### Metal 1

Drawn at 1 px/um. Supply wires on this layer in gray.
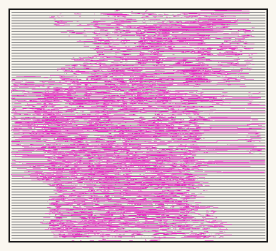
### Routed clock nets over the placement

Drawn at 1.5 px/um.
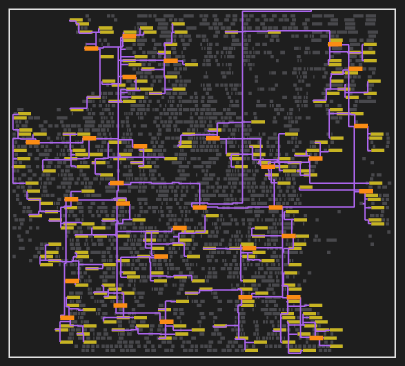
### Cell area per tile

Drawn at 1.5 px/um. The die is cut into 26 by 23 equal tiles; white is low, dark blue is high, 0 to 100% covered.
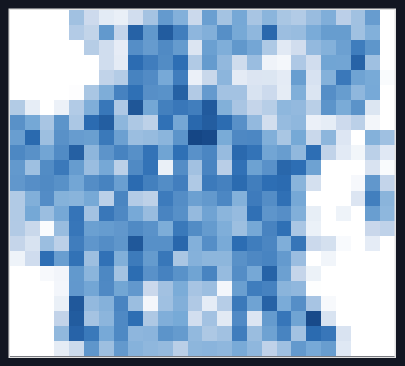
### The clock network

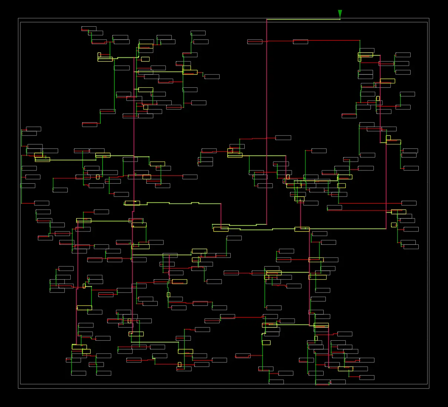
==> config.mk <==
export PLATFORM = sky130hd
export DESIGN_NAME = mem_arbiter_router
export DESIGN_NICKNAME = d
export VERILOG_FILES = /design/src/rtl/mem_router_pkg.sv /design/src/rtl/mem_slave_port.sv /design/src/rtl/mem_arbiter_router.sv
export SDC_FILE = /design/constraint.sdc
export NUM_CORES = 1
export LEC_CHECK = 0
export CORE_ASPECT_RATIO = 0.9
export CORE_UTILIZATION = 25
export CTS_CLUSTER_SIZE = 16
export DETAILED_ROUTE_END_ITERATION = 7
export PLACE_DENSITY = 0.55
export SLEW_MARGIN = 10
export SYNTH_ARGS = -nofsm -noshare
export SYNTH_HDL_FRONTEND = slang
export SYNTH_SLANG_ARGS = --single-unit
==> constraint.sdc <==
create_clock -name I_CLK -period 2.8 [get_ports I_CLK]
set_input_delay 0.84 -clock I_CLK [delete_from_list [all_inputs] [get_ports I_CLK]]
set_output_delay 0.84 -clock I_CLK [all_outputs]
set_load 0.1 [all_outputs]
==> CHANGELOG.md <==
### Changed

- WL met3: between 6000 and 7000 um
- Congestion Overflow GR: 0
- Met3 Use GR: 4.36%
- Num tapcells: roughly 770
- Fraction of layout instances using a drive strength above 1: 41.0%
- Chip area: 59200 um^2
- Max Transition Viols Final: 0
- Placed cells: between 2k and 3k
- Final ANT Viol Nets: 0
- Synth Cell Area: 14600 um^2
- Top cells by count: 218 x dfrtp_1, 138 x nand2_1, 115 x nor2_1, 87 x mux2i_1, 64 x a221oi_1
- Final hold violations: 0
- Dominant Register Cell: dfrtp_1
- Min Tclk post-route: 3.49 ns
- Slew headroom: about three fifths
- F_max: between 0.2 and 0.3 GHz
- Drt wl/cell: ~27 um
- Cell Chain, Critical Path: buf_6 > buf_6 > nand3_4 > nor2_2 > or4_4 > nor3_4 > buf_12 > a21o_4 > buf_12
- Vias in the first global route: 16.5k
- Status: finished, violations left
- Global-route wire length before repair: 114000 um
- Ant. Diodes: 5
- GPL Wtd Cong: 0.951
- Biggest consumer: combinational logic
- Tot Pwr: just over 0.02 W
- Switching power total: 0.0105 W
- Max-Cap Viols: 0
- Initial antenna violation count: 6
- Worst Setup Start Kind: register
- P_comb: ~0.012 W
- Logic area: 8900 um^2
- Max FO, Critical Path: 7
- Combinational group share of total power: 57.3%
- NonClk Buf Share: 30.6%
- Post-synth area from yosys stat: 14600 um^2
- Pleak: 10.9 nW
- Critical Path RT: 1.96 ns
- FF-to-FF path depth: 11
- Total GRT Usage: approximately a quarter
- Synth flops: 230
- Worst reg2reg setup slack: 0.10 ns
- # clock sinks: 230
- Signal buffers: 774
- DRC Markers: 0
- I/O Pins: 359
- DP Area: 22100 um^2
- Failing checks: negative setup slack
- Final Setup Violations: 36
- Final TNS setup: -20.96 ns
- Core Util at FP: between 20% and 30%
- Sequential power share: 23.1%
- CP endpoint kind: primary output
- Setup repair bufs after CTS: 32
- RSZ-0062 raised after global routing: true
- Number of flip-flops in the largest register: between 90 and 100
- Yosys warning tally: 0
- OpenROAD warning count: 29
- Area leader, netlist: dfrtp_1
- Cell variety after synth: 94
- Synthesized area per cell: 9.54 um^2
- Clock slew at reported path FFs: 0.07 ns
- Clk cell area share: 4.23%
- Inverters: 36
- Area growth syn-to-layout: 66.5%
- Nets@finish: 2374
- Met2 wire len: 34900 um
- Iteration tally of the first detailed-router pass: 7
- Die Y: 231 um
- Flop+latch power: around 0.0047 W
- Post_cts resized: between 80 and 90
- Ys async rst share: 100%
- Ys cells: 1526
- Syn Inst Count: 1526
- I/O Buffers: 358
- # fillers: about 5.6k
- M2 GR Usage: 38.7%
- Post-synthesis sequential area ratio: 39.6%
- Maximum root-to-sink buffer count: 3
- Top Layer Used: met4
- CP max-delay cell: or4_4
- Crit path largest cell delay: 0.54 ns
- Comb/total area: between 30% and 40%
- Post-Layout Cell Count: ~3.0k
- Setup WS post-layout: -0.694 ns
- Power per cell area: roughly 850 nW/um^2
- Sw frac: 51.0%
- Max-area cell share: approximately 37%
- Fin crit share: 125%
- Pre-CTS WS: -0.969 ns
- H-tree levels: 1
- Floorplan Nets: 1685
- Register cell area after layout: 5780 um^2
- #MultiIn Comb: 1143
- Vias/cell: roughly 5.6
Back to the opening pictures, 'Metal 1':
longest straight run: 78.7 um
main direction: horizontal
nets with wire on the layer: 2191
final WL: 80200 um
DR vias: 16.8k
met1 usage: 37.9%

Back to the opening pictures, 'Routed clock nets over the placement':
[cells driving clock nets] orange | count: 30
[flip-flops] yellow | count: 230
[clock wires] purple | length: 3980 um
routed clock nets: 31
Worst Skew: 0.0227 ns
clk latency late pin: 0.59 ns
clock share of power: 19.6%
Power Clock: 0.00402 W

Back to the opening pictures, 'Cell area per tile':
nearly empty tiles: 17%
mean over tiles: 39%
tiles over 75% full: 5.7%
fullest tile: 91%
final core utilization: 42.3%
core area: 57300 um^2

Back to the opening pictures, 'The clock network':
clkbuf count: 39
flip-flops: 230

-- logic make-up (layout without fill, tap and decap cells) --
logic type                 count (synthesis)  in the layout  synth area share, %
DFF                                      230            230                 39.6
buffers and inverters                    153            866                 4.90
adders and majority gates                  4              4                0.344
and+or+nand+nor                          518            518                 18.8
other                                      0              5                    0
AOI/OAI and AO/OA                        478            478                 25.9
muxes                                    143            143                 10.4
-- worst max-delay path, delay by kind of cell, from the launching register on --
| family | cells | cell delay (ns) |
|---|---|---|
| and+or+nand+nor | 4 | 0.91 |
| buffers and inverters | 4 | 0.60 |
| DFF | 1 | 0.41 |
| AOI/OAI and AO/OA | 1 | 0.15 |
Power figures rest on the tool's default switching activity, not on a simulated workload.
